$ cat src/rtl/mips_fetch_queue.sv
// Instruction-fetch front end: PC sequencing, one outstanding imem read, and a
// DEPTH-entry {instr, pc} queue feeding the datapath over a valid/ready handshake.
module mips_fetch_queue #(
  parameter logic [31:0] RESET_PC = 32'h0000_0000,
  parameter int          DEPTH    = 4
) (
  input  logic        clock,
  input  logic        reset,
  output logic        imem_req,
  output logic [31:0] imem_addr,
  input  logic        imem_rvalid,
  input  logic [31:0] imem_rdata,
  output logic        instr_valid,
  output logic [31:0] instr,
  output logic [31:0] instr_pc,
  input  logic        instr_ready,
  input  logic        redirect,
  input  logic [31:0] redirect_pc
);

  // Handshake: the head transfers on a rising edge where instr_valid && instr_ready;
  // instr_valid never depends on instr_ready, and a redirect still honours that transfer.
  localparam int              PTR_W = (DEPTH > 1) ? $clog2(DEPTH) : 1;
  localparam logic [PTR_W:0]  FULL  = (PTR_W + 1)'(DEPTH);

  typedef enum logic {S_IDLE, S_WAIT} state_t;

  state_t           state_q, state_d;
  logic [31:0]      pc_q, pc_d;
  logic             discard_q, discard_d;
  logic [PTR_W-1:0] rd_ptr_q, rd_ptr_d;
  logic [PTR_W-1:0] wr_ptr_q, wr_ptr_d;
  logic [PTR_W:0]   count_q, count_d;
  logic [31:0]      mem_instr_q [DEPTH];
  logic [31:0]      mem_pc_q    [DEPTH];

  logic issue;
  logic push;
  logic pop;

  always_comb begin
    state_d   = state_q;
    pc_d      = pc_q;
    discard_d = discard_q;
    rd_ptr_d  = rd_ptr_q;
    wr_ptr_d  = wr_ptr_q;
    count_d   = count_q;
    push      = 1'b0;
    pop       = (count_q != '0) && instr_ready;
    issue     = !reset && (state_q == S_IDLE) && (count_q != FULL) && !redirect;

    case (state_q)
      S_IDLE: if (issue) state_d = S_WAIT;
      S_WAIT: begin
        if (imem_rvalid) begin
          state_d   = S_IDLE;
          discard_d = 1'b0;
          push      = !discard_q && !redirect;
        end else if (redirect) begin
          discard_d = 1'b1;
        end
      end
      default: state_d = S_IDLE;
    endcase

    // Redirect wipes the queue; any same-cycle pop is already consumed downstream.
    if (redirect) begin
      pc_d     = redirect_pc & ~32'h3;
      count_d  = '0;
      rd_ptr_d = '0;
      wr_ptr_d = '0;
    end else begin
      if (push) begin
        wr_ptr_d = wr_ptr_q + 1'b1;
        pc_d     = pc_q + 32'd4;
      end
      if (pop) rd_ptr_d = rd_ptr_q + 1'b1;
      count_d = count_q + {{PTR_W{1'b0}}, push} - {{PTR_W{1'b0}}, pop};
    end
  end

  always_ff @(posedge clock) begin
    if (reset) begin
      state_q   <= S_IDLE;
      pc_q      <= RESET_PC;
      discard_q <= 1'b0;
      rd_ptr_q  <= '0;
      wr_ptr_q  <= '0;
      count_q   <= '0;
    end else begin
      state_q   <= state_d;
      pc_q      <= pc_d;
      discard_q <= discard_d;
      rd_ptr_q  <= rd_ptr_d;
      wr_ptr_q  <= wr_ptr_d;
      count_q   <= count_d;
    end
  end

  always_ff @(posedge clock) begin
    if (push) begin
      mem_instr_q[wr_ptr_q] <= imem_rdata;
      mem_pc_q[wr_ptr_q]    <= pc_q;
    end
  end

  assign imem_req    = issue;
  assign imem_addr   = pc_q;
  assign instr_valid = (count_q != '0);
  assign instr       = instr_valid ? mem_instr_q[rd_ptr_q] : 32'h0;
  assign instr_pc    = instr_valid ? mem_pc_q[rd_ptr_q]    : 32'h0;

endmodule

$ cat config.mk
export PLATFORM = sky130hd
export DESIGN_NAME = mips_fetch_queue
export DESIGN_NICKNAME = d
export VERILOG_FILES = /design/src/rtl/mips_fetch_queue.sv
export SDC_FILE = /design/constraint.sdc
export NUM_CORES = 1
export LEC_CHECK = 0
export CELL_PAD_IN_SITES_DETAIL_PLACEMENT = 2
export CELL_PAD_IN_SITES_GLOBAL_PLACEMENT = 2
export CORE_UTILIZATION = 30
export CTS_CLUSTER_SIZE = 28
export DETAILED_ROUTE_END_ITERATION = 8
export PLACE_DENSITY_LB_ADDON = 0.1
export SETUP_SLACK_MARGIN = 0.1
export SLEW_MARGIN = 40
export SYNTH_ARGS = -nofsm -noshare
export SYNTH_HDL_FRONTEND = slang
export SYNTH_SLANG_ARGS = --single-unit
$ cat constraint.sdc
create_clock -name clock -period 4.1 [get_ports clock]
set_input_delay 0.615 -clock clock [delete_from_list [all_inputs] [get_ports clock]]
set_output_delay 0.615 -clock clock [all_outputs]
set_load 0.005 [all_outputs]
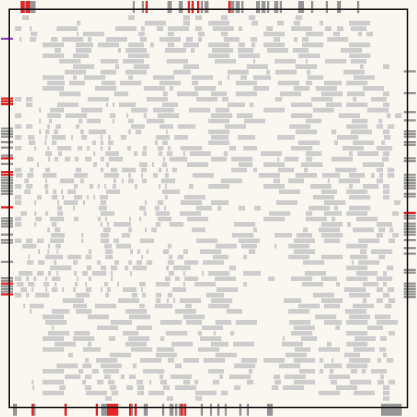
Run 1: I/O pins on the die edge
Drawn at 2 px/um. Pins as bars across the die edge, other pins in gray.
- purple: `clock` (pins 1; direction input; edge left)
- red: `imem_addr` (pins 32; direction output; edge 13 bottom, 9 top, 9 left, 1 right)
- all pins by edge: 48 bottom, 43 top, 38 left, 38 right

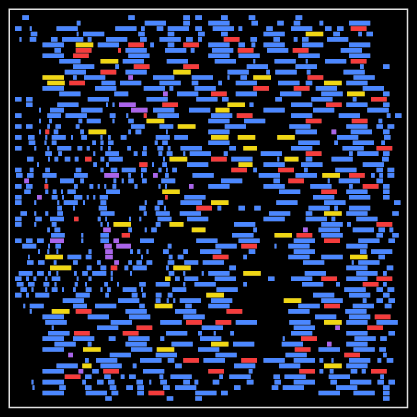
Run 1: drive-strength map
Drawn at 2 px/um.
- red: x2 (cells 72)
- purple: x3 and x4 (cells 23)
- blue: x1 and smaller (cells 728)
- yellow: x6 and larger (cells 45)

==> results.txt, run 1 <==
Implementation numbers.

- The ratio of cells with drive above 1 in the final layout is 16.1%.
- Along the critical path, the tally of buffer and inverter instances is 2.
- The die is 198 um wide.
- The number of cells produced by synthesis is 664.
- Looking at the global route congestion table, the highest-usage layer is met2.
- Per the CTS log, the root buffer master is sky130_fd_sc_hd__clkbuf_16.
- More flip-flops sit in one register than any other, and that register is mem_instr_q.
- The pre-placement core utilization is 30.6%.
- The clock group share of total power is 44.4%.
- The per-cell routed wire length is 22.1 um.
- The class occupying the most area after layout is reported as registers.
- Hold analysis lists the worst path endpoint as wr_ptr_q[1].
- Per the synthesis report, the single largest cell type by area occupies 64.4% of cell area.
- The post-synth tally of flip-flops with integrated enable is 248.
- In this run, the synthesized area fraction spent on adder and majority cells is recorded as 0.931%.
- The top fanout value on the critical path is 30.
- Per the STA report, the cell with the highest stage delay on the worst path is sky130_fd_sc_hd__dfxtp_4.
- For this run, global-route usage on met3 was measured as 2.86%.
- Total power for the finished layout comes to 6400 uW.
- The Yosys warning count is 0.
- The cell-mix breakdown from Yosys lists the compound-gate area share as 2.22%.
- The flow ran to the end, and the final reports show no timing, DRC or antenna violations.
- Subtracting the final worst setup slack from the clock period gives 3430 ps.
- The detailed-routed wire length on met3 is 1240 um.
- The number of routed nets with antenna violations is 0.
- On the reported timing paths, the clock transition at the registers reads 60 ps.
- The sequential logic power is 3280 uW.
- Setup repair after global routing left no endpoint under its margin.
- The depth of the CTS H-tree is 2.
- The delay of the slowest cell on the worst path is 770 ps.
- Global routing consumed, over all layers together, 16.1% of the routing resources.
- The count of TritonRoute iterations in the first routing pass is 4.
- The total count of max-transition violations in the final report is 0.
- The wire length on met2 is 15400 um.
- The largest family of logic cells by area is multiplexers.
- The report puts the cell count of the worst reg-to-reg path at 9.
- In the final layout, clock buffers and inverters account for 6.95% of the cell area.
- The power report lists cell-internal power as 5080 uW.
- The via count of the first global-routing pass was 7505.
- The arrival time of the worst setup path is 2810 ps.
- The max-slew check reports its worst relative slack as 54.2%.
- Before any placement, the netlist area is recorded as 11600 sq um.
- Combinational cells consume a total of 275 uW.
- The non-clock buffering overhead in the final layout is 12.2%.
- On met2, the global router reports a usage of 28.1%.
- The most used flip-flop cell after synthesis is sky130_fd_sc_hd__edfxtp_1.
- In the final timing run, aggregate negative setup slack is 0 ps.
- Power spread over the standard cell area amounts to 428 nW/um^2.
- The leftover overflow at the end of global routing is 0.
- In this run the critical path is formed by buf_4 > mux4_2 > and2_1 > clkdlybuf4s50_1.
- The number of vias per cell after detailed routing is 4.70.
- The maximum vdd ir drop is 0.250 mV.
- After the first detailed-routing iteration, the DRC count stood at 322.
- For reference, the top cells by area after synthesis are sky130_fd_sc_hd__edfxtp_1 64%, sky130_fd_sc_hd__mux4_2 12%, sky130_fd_sc_hd__dfxtp_1 7.1%.
- The part of the Yosys area used for sequential elements is 71.5%.
- The largest power group is registers.
- The async set-reset flop share out of synthesis is 0%.
- The initial antenna violation count is 0.
- Summing the areas of all xor and xnor instances in the mapped netlist gives 2.27% of the synthesized area.
- After layout, the clock buffer instance count stands at 44.
- Along the worst hold path, the cell count comes to 2.
- The antenna cell count is 0.
- For the completed layout, the total cell area is recorded as 14900 sq um.
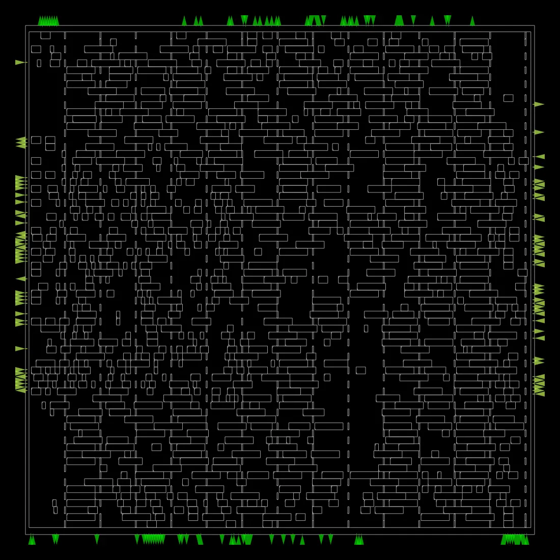
Run 1: placed standard cells
flop share of the area: 55.4%
share of the core filled with cells in the final layout: 39.6%
Well Taps: 511
Seq cells: 289
core outline area: 37800 sq um

## Run 2: what changed since run 1
clock period = 3.5 ns   (was 4.1 ns; I/O delays follow)
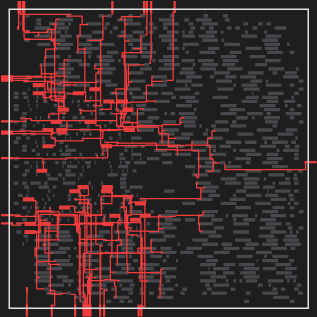
Run 2: nets reached from selected ports
Drawn at 1.5 px/um.
- red: `imem_addr` (bits 32; direction output; edge 13 bottom, 9 top, 9 left, 1 right; end cells 32; buffers 32; wire 4170 um)

==> results.txt, run 2 <==
Implementation numbers.

- The run finished with clean final reports.
- The final instance area was 15100 sq um (+0.80%).
- The sequential cell area share is 55.0% (-0.44 points).
- The synthesized-area fraction occupied by adder cells is 0.931% (unchanged).
- The post-synthesis share of cell area spent on and-or and or-and gates is 2.22% (unchanged).
- The aggregate global-route resource usage was 15.7% (-0.40 points).
- The via count of the first global-routing pass is 7488 (-0.23%).
- Among the non-sequential cells, multiplexers take the most area.
- The setup total negative slack is 0 ps (unchanged).
- The number of vias after detailed routing is 6461.
- The worst relative slew slack is 49.2% (-5.0 points).
- The initial antenna violation count is 1 (+1).
- At the end of routability-driven placement, the weighted congestion stood at 0.746.
- The internal power of the cells is 6070 uW (+19%).
- The count of clock-net buffers in the final layout came to 40 (-9.1%).
- The count of TritonRoute iterations in the first routing pass came to 4 (unchanged).
- The detailed-routed wire length on met3 is 1160 um (-5.8%).
- Subtracting the final worst setup slack from the clock period gives 3180 ps.
- The portion of synthesized cell area occupied by the leading cell type is 64.4% (unchanged).
- The async set-reset flop share out of synthesis is 0% (unchanged).
- The worst min-delay path endpoint is wr_ptr_q[1].
- The cell sequence reported for the critical path is buf_4 > mux4_2 > and2_1 > clkdlybuf4s50_1.
- CTS placed an instance of sky130_fd_sc_hd__clkbuf_16 at the clock tree root.
- The power in combinational cells was 331 uW (+20%).
- The startpoint identified for the worst hold timing path is wr_ptr_q[1].
- Per the synth stats, the flop cell with the highest instance count is sky130_fd_sc_hd__edfxtp_1.
- The xor/xnor cell area share of the yosys netlist is 2.27% (unchanged).
- The leftover overflow at the end of global routing came to 0 (unchanged).
- The portion of the layout cell area used by clock cells is 7.10% (+0.15 points).
- The post-synthesis cell area is 11600 sq um (unchanged).
- The sequential logic power is 3840 uW (+17%).
- Yosys attributes the largest share of cell area to sky130_fd_sc_hd__edfxtp_1 64%, sky130_fd_sc_hd__mux4_2 12%, sky130_fd_sc_hd__dfxtp_1 7.1%.
- The post-synth tally of flip-flops with integrated enable is 248 (unchanged).
- The antenna cell count is 0 (unchanged).
- The met3 track utilization from global routing is 2.88% (+0.017 points).
- The net switching power in the latest report is 1530 uW.
- The largest share of the power goes to registers.
- The top fanout value on the critical path is 20 (-33%).
- The number of routed nets with antenna violations is 0 (unchanged).
- Setup repair after global routing left no endpoint under its margin.
- The final total power is 7600 uW (+19%).
- The cell count of the worst hold path is 2 (unchanged).
- The non-clock buffering overhead in the final layout is 12.7% (+0.49 points).
- The depth of the most critical reg-to-reg path is 9 (unchanged).
- The area of the core region came to 37800 sq um (unchanged).
- The cell type with the largest total area after synthesis is sky130_fd_sc_hd__edfxtp_1.
- TritonCTS reports the number of clock sinks as 289.
- The met2 capacity usage during global routing is 27.8% (-0.36 points).
- The number of tap instances is 511 (unchanged).
- The largest cell class by area is registers.
- The horizontal die size is 198 um (unchanged).
- Summed over the clock group, the power is 3430 uW.
- Per the GRT log, the top usage layer is met2.
- The fraction of the core area covered by cells at the end of the flow is 39.9% (+0.31 points).
- The number of flip-flops under the largest register name is 128.
- The arrival time of the worst setup path came to 2660 ps (-150 ps).
- The power density normalized to cell area is 505 nW/um^2 (+18%).
- The buffer-and-inverter tally for the worst setup path is 2 (unchanged).
- The number of vias per cell after detailed routing is 4.68 (-0.35%).
- The clock transition at the registers of the reported paths was 50 ps (about the same).
- The part of the Yosys area used for sequential elements came to 71.5% (unchanged).
- The delay of the slowest cell on the worst path is 640 ps (-130 ps).
- The wire length on met2 came to 15300 um (-0.90%).
- The number of violations reported at the end of detailed-routing iteration 0 is 220 (-32%).
- The maximum vdd ir drop is 0.224 mV (-10%).
- The multi-input gate area in the final layout is 3120 sq um.
- In this run the full chip footprint comes out at 39300 sq um.
- The ratio of cells with drive above 1 in the final layout is 16.9% (+0.79 points).
- The number of cells produced by synthesis is 664 (unchanged).
## Run 3: what changed since run 2
clock period = 4 ns   (was 3.5 ns; I/O delays follow)
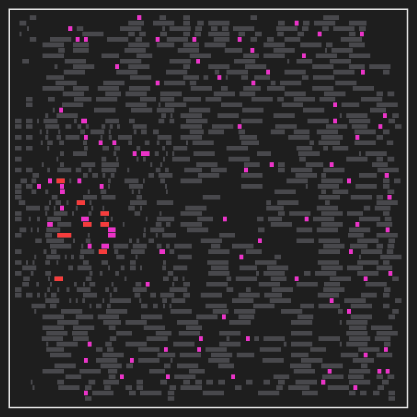
Run 3: gate-type map
Drawn at 2 px/um.
- magenta: and/or cells (cells 84; where widely spread)
- red: fa/ha/maj cells (cells 8; where left middle)

==> results.txt, run 3 <==
Implementation numbers.

- The run finished with clean final reports.
- The async set-reset flop share out of synthesis came to 0% (unchanged).
- The leftover overflow at the end of global routing is 0 (unchanged).
- The critical path is of the reg -> out type.
- The synthesized-area fraction occupied by adder cells is 0.931% (unchanged).
- The start of the worst register-to-register path is count_q[0].
- The cell type with the largest total area after synthesis is sky130_fd_sc_hd__edfxtp_1.
- The largest family of logic cells by area is multiplexers.
- The met3 track utilization from global routing was 2.95% (+0.068 points).
- The count of TritonRoute iterations in the first routing pass is 4 (unchanged).
- The number of routed nets with antenna violations is 0 (unchanged).
- Routed signal wires occupy layers up through met4.
- The kind of cell with the highest combined delay along the critical path is buffers and inverters.
- The aggregate global-route resource usage is 16.2% (+0.48 points).
- The final total power was 6630 uW (-13%).
- The cell total in the yosys stat output is 664.
- The non-clock buffer instance count of the final layout is 181.
- The clock group total power is 2980 uW (-13%).
- The flow reports that the clock network draws 45.0% of the design power.
- The internal power of the cells is 5260 uW (-13%).
- The number of tap instances is 511 (unchanged).
- The largest power group is registers.
- The cell resize tally after clock tree synthesis is 0.
- The delay of the slowest cell on the worst path came to 710 ps (+70 ps).
- The most area-hungry cell class in the final design is registers.
- Per the hold report, the tightest min-delay path originates at wr_ptr_q[1].
- The post-synthesis cell area came to 11600 sq um (unchanged).
- The fill cell instance count of the final layout is 3679.
- The part of the Yosys area used for sequential elements was 71.5% (unchanged).
- The non-clock buffering overhead in the final layout is 12.2% (-0.51 points).
- Looking at the hold checks, the worst path lands on wr_ptr_q[1].
- The area overhead of the layout relative to synthesis is 29.6%.
- Following the worst setup path forward leads to its endpoint at instr[16].
- In the final design database the tool counted 926 nets.
- The xor/xnor cell area share of the yosys netlist is 2.27% (unchanged).
- The signal on the critical path passes through buf_4 > mux4_2 > and2_1 > clkdlybuf4s50_1.
- The tree is rooted in a sky130_fd_sc_hd__clkbuf_16.
- The post-synth tally of flip-flops with integrated enable is 248 (unchanged).
- The finished layout holds 1386 standard cells, fillers aside.
- The number of flip-flops under the largest register name is 128 (unchanged).
- The number of cells produced by synthesis was 664 (unchanged).
- Counting I/O delays and the setup requirement, the final critical path takes 3370 ps.
- The detailed-routed wire length on met3 came to 1210 um (+3.9%).
- Setup repair after global routing left no endpoint under its margin.
- The cell count of the worst hold path is 2 (unchanged).
- The area of the core region is 37800 sq um (unchanged).
- The post-place instance area is 13900 sq um.
- The sequential logic power is 3360 uW (-12%).
- The final instance area is 15000 sq um (-0.46%).
- After synthesis the netlist holds a flip-flop and latch count of 289.
- The chip area is 39300 sq um (unchanged).
- The portion of the layout cell area used by clock cells is 7.24% (+0.13 points).
- The worst relative slew slack is 51.3% (+2.2 points).
- The ratio of cells with drive above 1 in the final layout is 16.8% (-0.12 points).
- The insertion delay at the late pin of the worst-skew pair is 500 ps.
- The sink count of the clock tree came to 289 (unchanged).
- The total count of max-transition violations in the final report is 0.
- The arrival time of the worst setup path was 2770 ps (+110 ps).
- The met2 capacity usage during global routing came to 28.1% (+0.30 points).
- Routing resource usage on met1 recorded by global route was 21.0%.
- The maximum vdd ir drop is 0.223 mV (-0.15%).
- The depth of the most critical reg-to-reg path is 9 (unchanged).
- Per the run summary, max-cap violations total 0.
- The post-synthesis share of cell area spent on and-or and or-and gates came to 2.22% (unchanged).
- The number of clock buffers inserted by TritonCTS is 35.
- The sequential cell area share came to 55.2% (+0.26 points).
- The fraction of the core area covered by cells at the end of the flow came to 39.7% (-0.19 points).
- After detailed routing, the number of remaining DRC violations is 0.
- The initial antenna violation count was 0 (-1).
- The count of clock-net buffers in the final layout is 49 (+23%).
- The number of vias per cell after detailed routing was 4.67 (-0.34%).
- The post-detailed-placement half-perimeter wirelength is 20300 um.
- For this run, the final setup violation count is recorded as 0.
- The commonest non-fill, non-tap cell in the layout is sky130_fd_sc_hd__edfxtp_1.
- The layer with the highest usage is met2.
- Summed over all cells, the static leakage comes to 0.00480 uW.
- The via count of the first global-routing pass is 7426 (-0.83%).
- The power density normalized to cell area is 442 nW/um^2 (-12%).
- The script computed the net switching share of total power as 20.7%.
- For reference, the top cells by area after synthesis are sky130_fd_sc_hd__edfxtp_1 64%, sky130_fd_sc_hd__mux4_2 12%, sky130_fd_sc_hd__dfxtp_1 7.1%.
- In the final layout, multi-input gates take up 20.8% of the cell area.
- The power in combinational cells is 284 uW (-14%).
- The antenna cell count is 0 (unchanged).
- The horizontal die size came to 198 um (unchanged).
- Entering global routing, the biggest net connects 43 pins.
- The TritonCTS clock tree is built.
- The number of violations reported at the end of detailed-routing iteration 0 was 252 (+15%).
- The buffer-and-inverter tally for the worst setup path is 2 (unchanged).
- Final hold analysis gives a worst-case slack of 523 ps.
- The multi-input gate area in the final layout is 3120 sq um (unchanged).
- The last weighted congestion value of the routability-driven placer is 0.725 (-2.8%).
- The switching component of the power is 1370 uW (-10%).
- The portion of synthesized cell area occupied by the leading cell type is 64.4% (unchanged).
- The critical path endpoint has a required time of 3400 ps.
- The top fanout value on the critical path was 25 (+25%).
- The clock transition at the registers of the reported paths is 60 ps (about the same).
- The wire length on met2 is 15400 um (+0.54%).
- The class of the worst hold path is reg -> reg.
- The library cells used most frequently in the layout, excluding fill and tap cells, are 248 x sky130_fd_sc_hd__edfxtp_1, 160 x sky130_fd_sc_hd__clkdlybuf4s50_1, 69 x sky130_fd_sc_hd__and2_1.
- Hold-check failures listed in the final report amount to 0.
- The synthesis report names the predominant flop master as sky130_fd_sc_hd__edfxtp_1.
- The number of vias after detailed routing came to 6467 (+0.093%).
- The setup total negative slack came to 0 ps (unchanged).
- The sequential cell area in the final layout is 8280 sq um.
Power and IR drop assume default switching activity.
